==> run_1/final_clocks.png <==
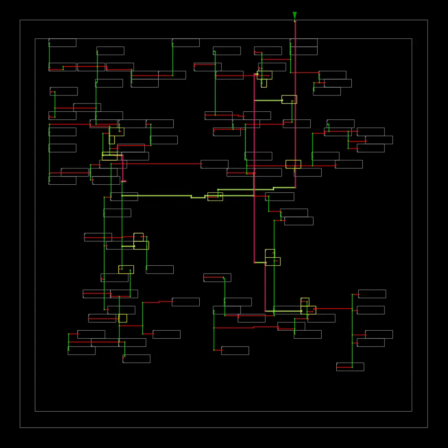
==> run_1/port_nets.png <==
Scale: 3 px per um.
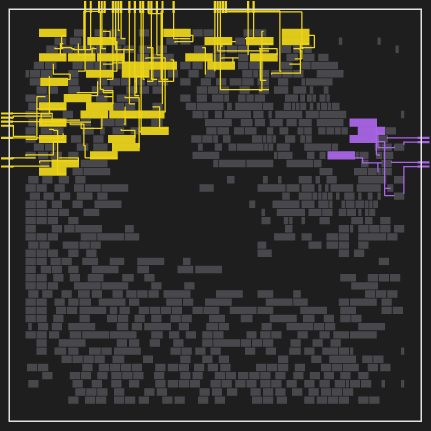
==> run_1/gate_families.png <==
Scale: 3 px per um.
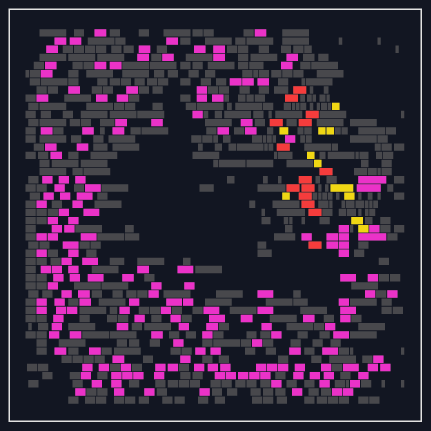
==> run_1/metal_stack.png <==
Scale: 3 px per um.
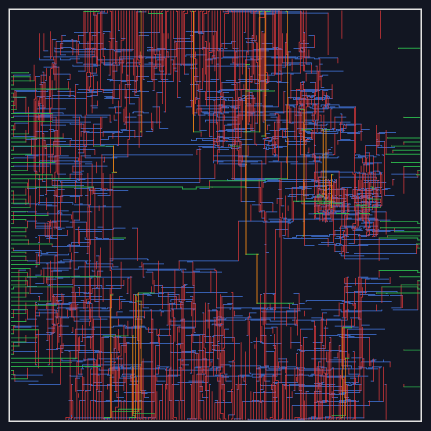
### config.mk
export PLATFORM = sky130hd
export DESIGN_NAME = mem_arbiter_flat
export DESIGN_NICKNAME = d
export VERILOG_FILES = /design/src/rtl/mem_arbiter_pkg.sv /design/src/rtl/mem_arbiter_if.sv /design/src/rtl/rr_arbiter.sv /design/src/rtl/mem_arbiter.sv /design/src/flat_wrapper.sv
export SDC_FILE = /design/constraint.sdc
export NUM_CORES = 1
export LEC_CHECK = 0
export CAP_MARGIN = 20
export CELL_PAD_IN_SITES_DETAIL_PLACEMENT = 0
export CELL_PAD_IN_SITES_GLOBAL_PLACEMENT = 1
export CORE_MARGIN = 5
export CORE_UTILIZATION = 33
export CTS_BUF_LIST = sky130_fd_sc_hd__clkbuf_8
export CTS_CLUSTER_DIAMETER = 100
export DETAILED_ROUTE_END_ITERATION = 12
export PLACE_DENSITY = 0.91
export SETUP_SLACK_MARGIN = 0.05
export SLEW_MARGIN = 20
export SYNTH_ARGS = -nofsm -noshare
export SYNTH_HDL_FRONTEND = slang
export SYNTH_SLANG_ARGS = --single-unit
export TNS_END_PERCENT = 100
### constraint.sdc
create_clock -name new_clock -period 8.3 [get_ports new_clock]
set_clock_uncertainty 0.2 [all_clocks]
set_input_delay 1.66 -clock new_clock [delete_from_list [all_inputs] [get_ports new_clock]]
set_output_delay 1.66 -clock new_clock [all_outputs]
set_load 0.02 [all_outputs]
### src/rtl/mem_arbiter_pkg.sv
// Shared types and sizes for the four-core SSRAM arbiter.
// Holds the controller state encoding, default bus widths and the latency counter width.
package mem_arbiter_pkg;
  localparam int NCORE_MAX  = 4;
  localparam int ADDR_W_DEF = 6;
  localparam int DATA_W_DEF = 32;
  localparam int CNT_W      = 3;
  localparam int IDX_W      = $clog2(NCORE_MAX);

  typedef enum logic [1:0] {
    ST_IDLE   = 2'd0,
    ST_ACCESS = 2'd1,
    ST_WAIT   = 2'd2,
    ST_RESP   = 2'd3
  } state_e;
endpackage

### src/rtl/mem_arbiter_if.sv
// Core-side request bus of the shared-memory arbiter: one request lane per core
// plus the common read-data return.
interface mem_arbiter_if
  import mem_arbiter_pkg::*;
#(
  parameter int NCORE  = NCORE_MAX,
  parameter int ADDR_W = ADDR_W_DEF,
  parameter int DATA_W = DATA_W_DEF
);
  // Handshake: a core raises req[k] (with we/addr/wdata) and holds it until the
  // arbiter returns a one-cycle done[k]; rdata is valid only in that cycle, and
  // stall[k] = req[k] & ~done[k] holds the core's pipeline meanwhile.
  logic [NCORE-1:0]             req;
  logic [NCORE-1:0]             we;
  logic [NCORE-1:0][ADDR_W-1:0] addr;
  logic [NCORE-1:0][DATA_W-1:0] wdata;
  logic [NCORE-1:0]             stall;
  logic [NCORE-1:0]             done;
  logic [DATA_W-1:0]            rdata;

  modport master (output req, we, addr, wdata, input stall, done, rdata);
  modport slave  (input req, we, addr, wdata, output stall, done, rdata);
endinterface

### src/rtl/rr_arbiter.sv
// Combinational round-robin picker: the search begins one past the pointer and
// wraps modulo NCORE; returns a one-hot grant and its encoded index.
module rr_arbiter
  import mem_arbiter_pkg::*;
#(
  parameter int NCORE = NCORE_MAX
) (
  input  logic [NCORE-1:0] req,
  input  logic [IDX_W-1:0] ptr,
  output logic [NCORE-1:0] gnt,
  output logic [IDX_W-1:0] idx
);
  always_comb begin : rr_search
    logic [IDX_W-1:0] k;
    logic             found;
    gnt   = '0;
    idx   = '0;
    found = 1'b0;
    k     = '0;
    for (int i = 1; i <= NCORE; i++) begin
      k = IDX_W'((int'(ptr) + i) % NCORE);
      if (!found && req[k]) begin
        found  = 1'b1;
        gnt[k] = 1'b1;
        idx    = k;
      end
    end
  end
endmodule

### src/rtl/mem_arbiter.sv
// Round-robin SSRAM controller shared by up to four cores; one access at a time.
// Define MEM_ARBITER_SNOOP_INV_EN to broadcast cache invalidates on every write.
module mem_arbiter
  import mem_arbiter_pkg::*;
#(
  parameter int NCORE    = NCORE_MAX,
  parameter int ADDR_W   = ADDR_W_DEF,
  parameter int DATA_W   = DATA_W_DEF,
  parameter int SRAM_LAT = 2
) (
  input  logic              new_clock,
  input  logic              reset_n,
  mem_arbiter_if.slave      cpu,
  output logic [ADDR_W-1:0] sram_addr,
  output logic [DATA_W-1:0] sram_wd,
  input  logic [DATA_W-1:0] sram_rd,
  output logic              sram_gw,
  output logic              sram_oe,
  output logic              inv_valid,
  output logic [NCORE-1:0]  inv_mask,
  output logic [ADDR_W-1:0] inv_addr,
  output state_e            dbg_state
);
  state_e            state_q, state_d;
  logic [IDX_W-1:0]  ptr_q, ptr_d;
  logic [NCORE-1:0]  gnt_q, gnt_d;
  logic              we_q, we_d;
  logic [CNT_W-1:0]  cnt_q, cnt_d;
  logic [ADDR_W-1:0] sram_addr_q, sram_addr_d;
  logic [DATA_W-1:0] sram_wd_q, sram_wd_d;
  logic [DATA_W-1:0] rdata_q, rdata_d;
  logic              sram_gw_q, sram_gw_d;
  logic              sram_oe_q, sram_oe_d;
  logic [NCORE-1:0]  done_q, done_d;
  logic [NCORE-1:0]  arb_gnt;
  logic [IDX_W-1:0]  arb_idx;

  rr_arbiter #(.NCORE(NCORE)) u_rr (
    .req (cpu.req),
    .ptr (ptr_q),
    .gnt (arb_gnt),
    .idx (arb_idx)
  );

  // Outputs are registered, so the ACCESS-cycle strobes are set on the grant edge.
  always_comb begin
    state_d     = state_q;
    ptr_d       = ptr_q;
    gnt_d       = gnt_q;
    we_d        = we_q;
    cnt_d       = cnt_q;
    sram_addr_d = sram_addr_q;
    sram_wd_d   = sram_wd_q;
    rdata_d     = rdata_q;
    sram_gw_d   = 1'b0;
    sram_oe_d   = 1'b0;
    done_d      = '0;
    unique case (state_q)
      ST_IDLE: begin
        if (|cpu.req) begin
          ptr_d       = arb_idx;
          gnt_d       = arb_gnt;
          we_d        = cpu.we[arb_idx];
          sram_addr_d = cpu.addr[arb_idx];
          if (cpu.we[arb_idx]) begin
            sram_gw_d = 1'b1;
            sram_wd_d = cpu.wdata[arb_idx];
          end else begin
            sram_oe_d = 1'b1;
          end
          state_d = ST_ACCESS;
        end
      end
      ST_ACCESS: begin
        if (we_q) begin
          done_d  = gnt_q;
          state_d = ST_RESP;
        end else begin
          sram_oe_d = 1'b1;
          cnt_d     = CNT_W'(SRAM_LAT - 1);
          state_d   = ST_WAIT;
        end
      end
      ST_WAIT: begin
        if (cnt_q == '0) begin
          rdata_d = sram_rd;
          done_d  = gnt_q;
          state_d = ST_RESP;
        end else begin
          sram_oe_d = 1'b1;
          cnt_d     = cnt_q - CNT_W'(1);
        end
      end
      ST_RESP: state_d = ST_IDLE;
      default: state_d = ST_IDLE;
    endcase
  end

  always_ff @(posedge new_clock or negedge reset_n) begin
    if (!reset_n) begin
      state_q     <= ST_IDLE;
      ptr_q       <= IDX_W'(NCORE - 1);
      gnt_q       <= '0;
      we_q        <= 1'b0;
      cnt_q       <= '0;
      sram_addr_q <= '0;
      sram_wd_q   <= '0;
      rdata_q     <= '0;
      sram_gw_q   <= 1'b0;
      sram_oe_q   <= 1'b0;
      done_q      <= '0;
    end else begin
      state_q     <= state_d;
      ptr_q       <= ptr_d;
      gnt_q       <= gnt_d;
      we_q        <= we_d;
      cnt_q       <= cnt_d;
      sram_addr_q <= sram_addr_d;
      sram_wd_q   <= sram_wd_d;
      rdata_q     <= rdata_d;
      sram_gw_q   <= sram_gw_d;
      sram_oe_q   <= sram_oe_d;
      done_q      <= done_d;
    end
  end

`ifdef MEM_ARBITER_SNOOP_INV_EN
  logic              inv_valid_q, inv_valid_d;
  logic [NCORE-1:0]  inv_mask_q, inv_mask_d;
  logic [ADDR_W-1:0] inv_addr_q, inv_addr_d;

  // Raised together with sram_gw: every core except the writer drops its copy.
  always_comb begin
    inv_valid_d = 1'b0;
    inv_mask_d  = '0;
    inv_addr_d  = '0;
    if (state_q == ST_IDLE && (|cpu.req) && cpu.we[arb_idx]) begin
      inv_valid_d = 1'b1;
      inv_mask_d  = ~arb_gnt;
      inv_addr_d  = cpu.addr[arb_idx];
    end
  end

  always_ff @(posedge new_clock or negedge reset_n) begin
    if (!reset_n) begin
      inv_valid_q <= 1'b0;
      inv_mask_q  <= '0;
      inv_addr_q  <= '0;
    end else begin
      inv_valid_q <= inv_valid_d;
      inv_mask_q  <= inv_mask_d;
      inv_addr_q  <= inv_addr_d;
    end
  end

  assign inv_valid = inv_valid_q;
  assign inv_mask  = inv_mask_q;
  assign inv_addr  = inv_addr_q;
`else
  assign inv_valid = 1'b0;
  assign inv_mask  = '0;
  assign inv_addr  = '0;
`endif

  assign cpu.stall = cpu.req & ~done_q;
  assign cpu.done  = done_q;
  assign cpu.rdata = rdata_q;
  assign sram_addr = sram_addr_q;
  assign sram_wd   = sram_wd_q;
  assign sram_gw   = sram_gw_q;
  assign sram_oe   = sram_oe_q;
  assign dbg_state = state_q;
endmodule

### src/flat_wrapper.sv
// flat-port wrapper written by rule: the top's interface ports become plain ports
module mem_arbiter_flat import mem_arbiter_pkg::*;
#(
  parameter int NCORE    = NCORE_MAX,
  parameter int ADDR_W   = ADDR_W_DEF,
  parameter int DATA_W   = DATA_W_DEF,
  parameter int SRAM_LAT = 2
)
  (new_clock, reset_n, sram_addr, sram_wd, sram_rd, sram_gw, sram_oe, inv_valid, inv_mask, inv_addr, dbg_state, cpu_req, cpu_we, cpu_addr, cpu_wdata, cpu_stall, cpu_done, cpu_rdata);
  mem_arbiter_if #(.NCORE(NCORE), .ADDR_W(ADDR_W), .DATA_W(DATA_W)) cpu_i ();
  input  logic new_clock;
  input  logic reset_n;
  output logic [ADDR_W-1:0] sram_addr;
  output logic [DATA_W-1:0] sram_wd;
  input  logic [DATA_W-1:0] sram_rd;
  output logic sram_gw;
  output logic sram_oe;
  output logic inv_valid;
  output logic [NCORE-1:0] inv_mask;
  output logic [ADDR_W-1:0] inv_addr;
  output state_e dbg_state;
  input wire logic [$bits(cpu_i.req)-1:0] cpu_req;
  input wire logic [$bits(cpu_i.we)-1:0] cpu_we;
  input wire logic [$bits(cpu_i.addr)-1:0] cpu_addr;
  input wire logic [$bits(cpu_i.wdata)-1:0] cpu_wdata;
  output wire logic [$bits(cpu_i.stall)-1:0] cpu_stall;
  output wire logic [$bits(cpu_i.done)-1:0] cpu_done;
  output wire logic [$bits(cpu_i.rdata)-1:0] cpu_rdata;
  assign cpu_i.req = cpu_req;
  assign cpu_i.we = cpu_we;
  assign cpu_i.addr = cpu_addr;
  assign cpu_i.wdata = cpu_wdata;
  assign cpu_stall = cpu_i.stall;
  assign cpu_done = cpu_i.done;
  assign cpu_rdata = cpu_i.rdata;
  mem_arbiter #(.NCORE(NCORE), .ADDR_W(ADDR_W), .DATA_W(DATA_W), .SRAM_LAT(SRAM_LAT)) u_core (.new_clock(new_clock), .reset_n(reset_n), .cpu(cpu_i), .sram_addr(sram_addr), .sram_wd(sram_wd), .sram_rd(sram_rd), .sram_gw(sram_gw), .sram_oe(sram_oe), .inv_valid(inv_valid), .inv_mask(inv_mask), .inv_addr(inv_addr), .dbg_state(dbg_state));
endmodule
==> CHANGELOG.md, run 1 <==
### Physical design

* Global placer's final weighted congestion at 0.8571
* Count of library flops with an enable pin at 0
* Comb gate area at 2861 um^2
* CTS tree: built
* Combinational share of cell area at 34.30%
* Vias in the first global route at 4827
* Worst Tran Pin Value at 1.109 ns
* Yosys top cell by instances: mux2i_1
* Core area at 15830 um^2
* Metal2 WL at 8997 um
* WP data required at 8.35 ns
* Layout cells sized above 1 at 15.11%
* Cell type with the largest total area: dfrtp_1
* Worst Setup End Kind: flip-flop
* Comb_multi_in at 301
* GRT overflow at 0
* Fmax at 199.1 MHz
* Tap Count at 216
* Metal1 wirelength at 5894 um
* Starting density of the core at 33.54%
* Clk_lat worst skew at 0.36 ns
* Yosys stat chip area at 5309 um^2
* GRT Max-Usage Layer: met2
* Drt total wl at 16540 um
* Mux share at 38.51%
* Yosys xor share at 0%
* Setup CP Type: input port to flip-flop
* Top cells excl fill/tap: clkdlybuf4s50_1 (274), mux2i_1 (109), dfrtp_1 (86), mux2_2 (54), mux2_4 (18)
* Total of max-cap violations at 0
* RSZ-0062 raised after global routing: false
* Wire length per cell at 18.15 um
* Ys flops at 88
* Status: finished clean
* First-pass DRT Iterations at 4
* Top sig layer: met4
* Post-CTS Setup Inserts at 0
* Syn avg cell area at 12.49 um^2
* Met3 WL at 1007 um
* GRT Util Overall at 17.18%
* Post-synth area hogs: dfrtp_1 (41%), mux2i_1 (21%), mux2_2 (11%)
* Clock-cell share of area at 2.160%
* Setup slack at placement at 2.930 ns
* Root buffer cell: clkbuf_8
* First-pass GRT wire length at 25010 um
* Number of H-tree levels at 3
* Largest net degree at the start of global routing at 84
* Ys async rst share at 100.0%
* Mapped cell area at 5309 um^2
* DRC Markers at 0
* Worst-path cell chain: clkdlybuf4s50_1 > mux4_1 > nor2b_2 > nor2_1 > a32o_4 > buf_4 > mux2i_1 > mux2i_1 > mux2_2
* Slew HR at 26.05%
* # diodes at 0
* Basic Gates by Area at 4.407%
* Post-layout util at 52.70%
* Cell variety after synth at 47
* Worst VDD drop at 0.0002844 V
* Fill cells at 1388
* Max Root-Sink Buffers at 2
* Register share after synthesis at 41.53%
* Die height at 136.8 um
* Part of the cycle the worst path needs at 60.51%
* DP HPWL at 13280 um
* Buffer share of cell area at 33.37%
* Vias at 4343
* Vias per cell at 4.767
* Met3 usage at 4.118%
* Setup-failing EPs final at 0
* Inverters at 11
* Top-area cell type share of the netlist area at 40.54%
* Area Growth Syn to Fin at 57.13%
-- final_clocks.png (at the start) --
num sequential: 88
Clock Sinks: 88
Clock net power: 282 uW
CLK BUF: 10
CTS buffer count: 9

-- port_nets.png (at the start) --
[purple] cpu_done | bits: 4 | direction: output | end cells: 4 | buffers: 4 | wire: 105 um
[yellow] cpu_rdata | bits: 32 | direction: output | end cells: 32 | buffers: 32 | wire: 1230 um
Boundary Pins: 287
PortBufs: 275

-- gate_families.png (at the start) --
[magenta] multiplexers | cells: 184 | most used: mux2i_1 | where: all over the die
[red] adder and majority cells | cells: 14 | most used: ha_1 | where: right middle
[yellow] AND-OR and OR-AND gates | cells: 11 | most used: a21o_1

-- metal_stack.png (at the start) --
[orange] met4 | wire length: 638 um
[green] met3 | wire length: 1010 um
[red] met2 | wire length: 9000 um
[blue] met1 | wire length: 5900 um

[run 1: worst paths after layout]
check	start	end	slack, ns	cells after the start
setup / recovery	cpu_req[1]	u_core.sram_wd[22]	3.28	9
hold / removal	u_core.gnt_q[3]	u_core.gnt_q[3]	0.28	1
setup reg to reg	u_core.ptr_q[0]	u_core.sram_wd[22]	3.98	9
hold reg to reg	u_core.gnt_q[3]	u_core.gnt_q[3]	0.28	1
max in group asynchronous	reset_n	u_core.sram_wd[9]	6.08	2
min in group asynchronous	reset_n	u_core.dbg_state[1]	0.88	1
[run 1: power by group]
part | switching (uW) | total (uW) | internal (uW)
logic | 1030 | 2140 | 1120
registers | 134 | 778 | 644
clock network | 164 | 282 | 118
==> run_1/registers.png <==
Scale: 2 px per um. Other sequential cells in the stronger grey, the rest of the logic in the fainter grey.
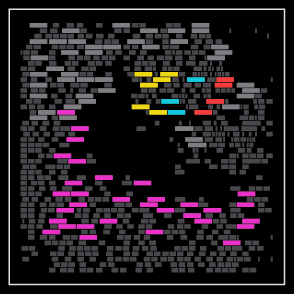

--- run 2 (diff from run 1) ---
CORE_UTILIZATION = 30   (was 33)
PLACE_DENSITY = 0.84   (was 0.91)
clock period = 5.1 ns   (was 8.3 ns; I/O delays follow)
==> run_2/registers.png <==
Scale: 2 px per um. Other sequential cells in the stronger grey, the rest of the logic in the fainter grey.
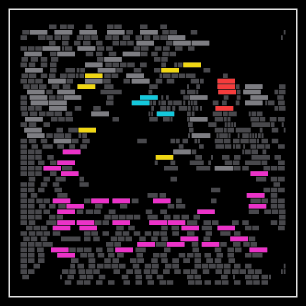
[magenta] u_core.sram_wd | flops: 32
[red] u_core.gnt_q | flops: 4 | where: top right
[yellow] u_core.sram_addr | flops: 6
[cyan] u_core.cnt_q | flops: 3
not coloured: 43

==> CHANGELOG.md, run 2 <==
### Physical design

* Root buffer cell: clkbuf_8
* Combinational power share at 66.5%
* Largest net degree at the start of global routing at 51
* GRT Util Overall at 16.18%
* GRT Max-Usage Layer: met2
* Count of library flops with an enable pin at 0
* # diodes at 0
* DRC Markers at 0
* Clock Sinks at 88
* First-pass GRT wire length at 25700 um
* RSZ-0062 raised after global routing: false
* Hold Path Origin: u_core.gnt_q[3]
* Number of H-tree levels at 3
* Cell type with the largest total area: dfrtp_1
* Reg2reg path depth at 9
* CTS buffer count at 9
* Register share after synthesis at 41.53%
* Top cells excl fill/tap: clkdlybuf4s50_1 (274), mux2i_1 (109), dfrtp_1 (86), mux2_2 (54), mux2_4 (18)
* Mapped cell area at 5309 um^2
* Top sig layer: met4
* Combinational share of cell area at 33.83%
* Num sequential at 88
* Worst Hold End: u_core.gnt_q[3]
* Metal2 WL at 8978 um
* Vias per cell at 4.686
* Yosys stat chip area at 5309 um^2
* First-pass DRT Iterations at 4
* Power share of the sequential group at 23.7%
* Cell variety after synth at 47
* WHS Path Cells at 1
* Vias in the first global route at 4751
* Clock-cell share of area at 2.430%
* Fill cells at 1546
* R2R setup slack at 1.15 ns
* Post-CTS Setup Inserts at 0
* Comb_multi_in at 301
* Top-area cell type share of the netlist area at 40.54%
* Layout cells sized above 1 at 15.45%
* Boundary Pins at 287
* PortBufs at 275
* Worst VDD drop at 0.0003114 V
* FF-to-FF End: u_core.sram_wd[24]
* Clock share of power at 9.8%
* DP HPWL at 13300 um
* Worst-path cell chain: clkdlybuf4s50_1 > mux4_1 > nor2b_2 > nor2_1 > a32o_4 > buf_12 > mux2i_1 > mux2i_1 > mux2_4
* Slew HR at 61.67%
* Setup CP Type: input port to flip-flop
* Tap Count at 225
* Worst Tran Pin Value at 0.5749 ns
* Wire length per cell at 18.26 um
* Setup slack at placement at 0.6506 ns
* Core area at 17360 um^2
* Met3 usage at 4.421%
* Part of the cycle the worst path needs at 78.91%
* GRT overflow at 0
* Setup-failing EPs final at 0
* Fmax at 248.5 MHz
* Metal1 wirelength at 6506 um
* Ys async rst share at 100.0%
* Status: finished clean
* Starting density of the core at 30.59%
==> run_2/final_clocks.png <==
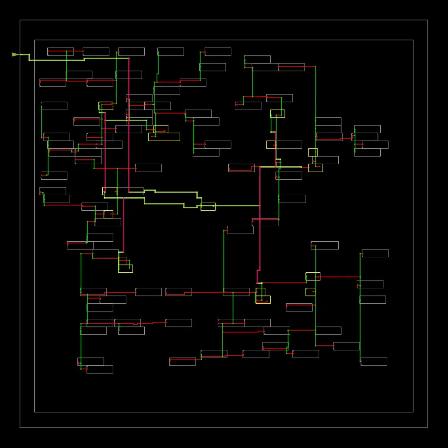
Clock net power: 523 uW
clk_lat worst skew: 0.37 ns
CLK BUF: 9

## run 2: worst max-delay path by stage
stage | slack (ns) | cells past startpoint | start | end
6_report | 1.08 | 9 | cpu_req[1] | u_core.sram_wd[24]
5_1_grt | 0.95 | 9 | cpu_req[1] | u_core.sram_wd[24]
4_1_cts | 1.08 | 9 | cpu_req[1] | u_core.sram_wd[24]
3_5_place_dp | 0.65 | 9 | cpu_req[1] | u_core.sram_wd[24]
3_3_place_gp | 0.78 | 9 | cpu_req[1] | u_core.sram_wd[24]
2_1_floorplan | 1.53 | 9 | cpu_req[1] | u_core.sram_wd[13]
## run 2: power groups by stage
stage               Sequential, uW  Combinational [uW]  Clock [uW]
global route                  1310                3780         579
floorplan                     1610                2060           0
finish                        1260                3540         523
global placement              1260                3510           0
CTS                           1270                3600         549
detailed placement            1270                3580           0
==> run_2/gate_families.png <==
Scale: 2 px per um.
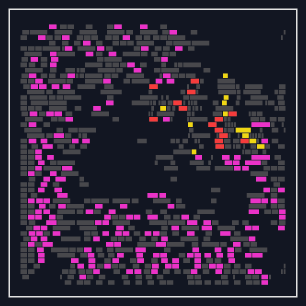

--- run 3 (diff from run 2) ---
CORE_UTILIZATION = 27   (was 30)
PLACE_DENSITY = 0.8   (was 0.84)
clock period = 3.4 ns   (was 5.1 ns; I/O delays follow)
==> run_3/gate_families.png <==
Scale: 2 px per um.
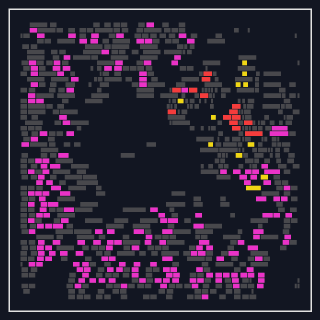
[red] adder and majority cells | cells: 14 | most used: ha_1
[magenta] multiplexers | cells: 184 | most used: mux2i_1 | where: all over the die
[yellow] AND-OR and OR-AND gates | cells: 11 | most used: a21o_1
highest-count logic cell in the final layout: clkdlybuf4s50_1
Post-Layout Cell Count: 998
combinational share of cell area: 32.59%

==> CHANGELOG.md, run 3 <==
### Physical design

* Status: finished clean
* Mapped cell area at 5309 um^2
* Top sig layer: met4
* Post-layout util at 45.56%
* Layout cells sized above 1 at 19.65%
* PortBufs at 275
* First-pass GRT wire length at 26610 um
* First-pass DRT Iterations at 4
* Register share after synthesis at 41.53%
* Tap Count at 265
* Starting density of the core at 27.37%
* CTS tree: built
* Clock net power at 769 uW
* Top cells excl fill/tap: clkdlybuf4s50_1 (271), mux2i_1 (109), dfrtp_1 (86), mux2_2 (54), buf_4 (36)
* Cell type with the largest total area: dfrtp_1
* Vias per cell at 4.541
* Syn avg cell area at 12.49 um^2
* Inverters at 11
* Worst VDD drop at 0.0004166 V
* Basic Gates by Area at 4.407%
* Num sequential at 88
* Root buffer cell: clkbuf_8
* DP HPWL at 13880 um
* Ys async rst share at 100.0%
* Max Root-Sink Buffers at 2
* Worst Setup End Kind: flip-flop
* Fmax at 306.0 MHz
* GRT overflow at 0
* WP data required at 3.46 ns
* Comb_multi_in at 301
* Setup slack at placement at -0.4183 ns
* Core area at 19400 um^2
* Vias in the first global route at 5004
* Clk_lat worst skew at 0.36 ns
* Yosys xor share at 0%
* Wire length per cell at 17.60 um
* Clock-cell share of area at 2.294%
* Mux share at 38.51%
* Yosys top cell by instances: mux2i_1
* Fill cells at 1842
* CTS buffer count at 9
* Reg2reg start: u_core.ptr_q[0]
* Count of library flops with an enable pin at 0
* Sw Share at 40.16%
* Setup-failing EPs final at 0
* Setup CP Type: input port to flip-flop
* Clock share of power at 9.1%
* Cell variety after synth at 47
==> run_3/port_nets.png <==
Scale: 3 px per um.
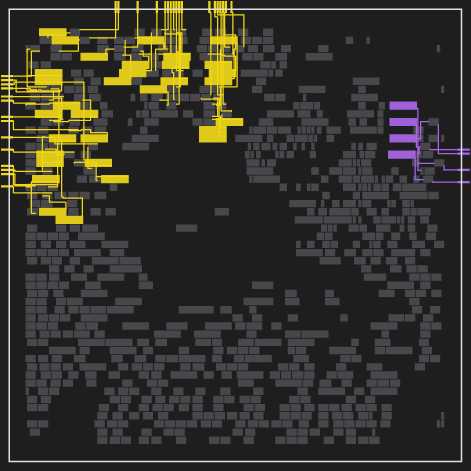
[purple] cpu_done | bits: 4 | direction: output | end cells: 4 | buffers: 4 | wire: 100 um
[yellow] cpu_rdata | bits: 32 | direction: output | end cells: 32 | buffers: 32 | wire: 1210 um

==> run 3: cell counts after synthesis <==
Identical to the previous run, type by type.
==> run 3: repair_timing <==
item / 4_1_cts / 5_1_grt
pin swaps: 1 / 1
endpoints found under the setup margin: 17 / 32
cloned: 2 / 0
resized: 3 / 4
setup buffers: 4 / 4
==> run 3: worst paths after layout <==
kind                                            end  slack (ns)  depth (start not counted)
worst max-delay path              u_core.sram_wd[7]        0.13                         10
worst min-delay path                u_core.gnt_q[1]        0.11                          1
worst max register to register    u_core.sram_wd[7]        0.19                         11
worst min register to register      u_core.gnt_q[2]        0.28                          1
max in group asynchronous       u_core.sram_addr[0]        2.21                          2
min in group new_clock              u_core.gnt_q[2]        0.28                          1
Power figures rest on the tool's default switching activity, not on a simulated workload.
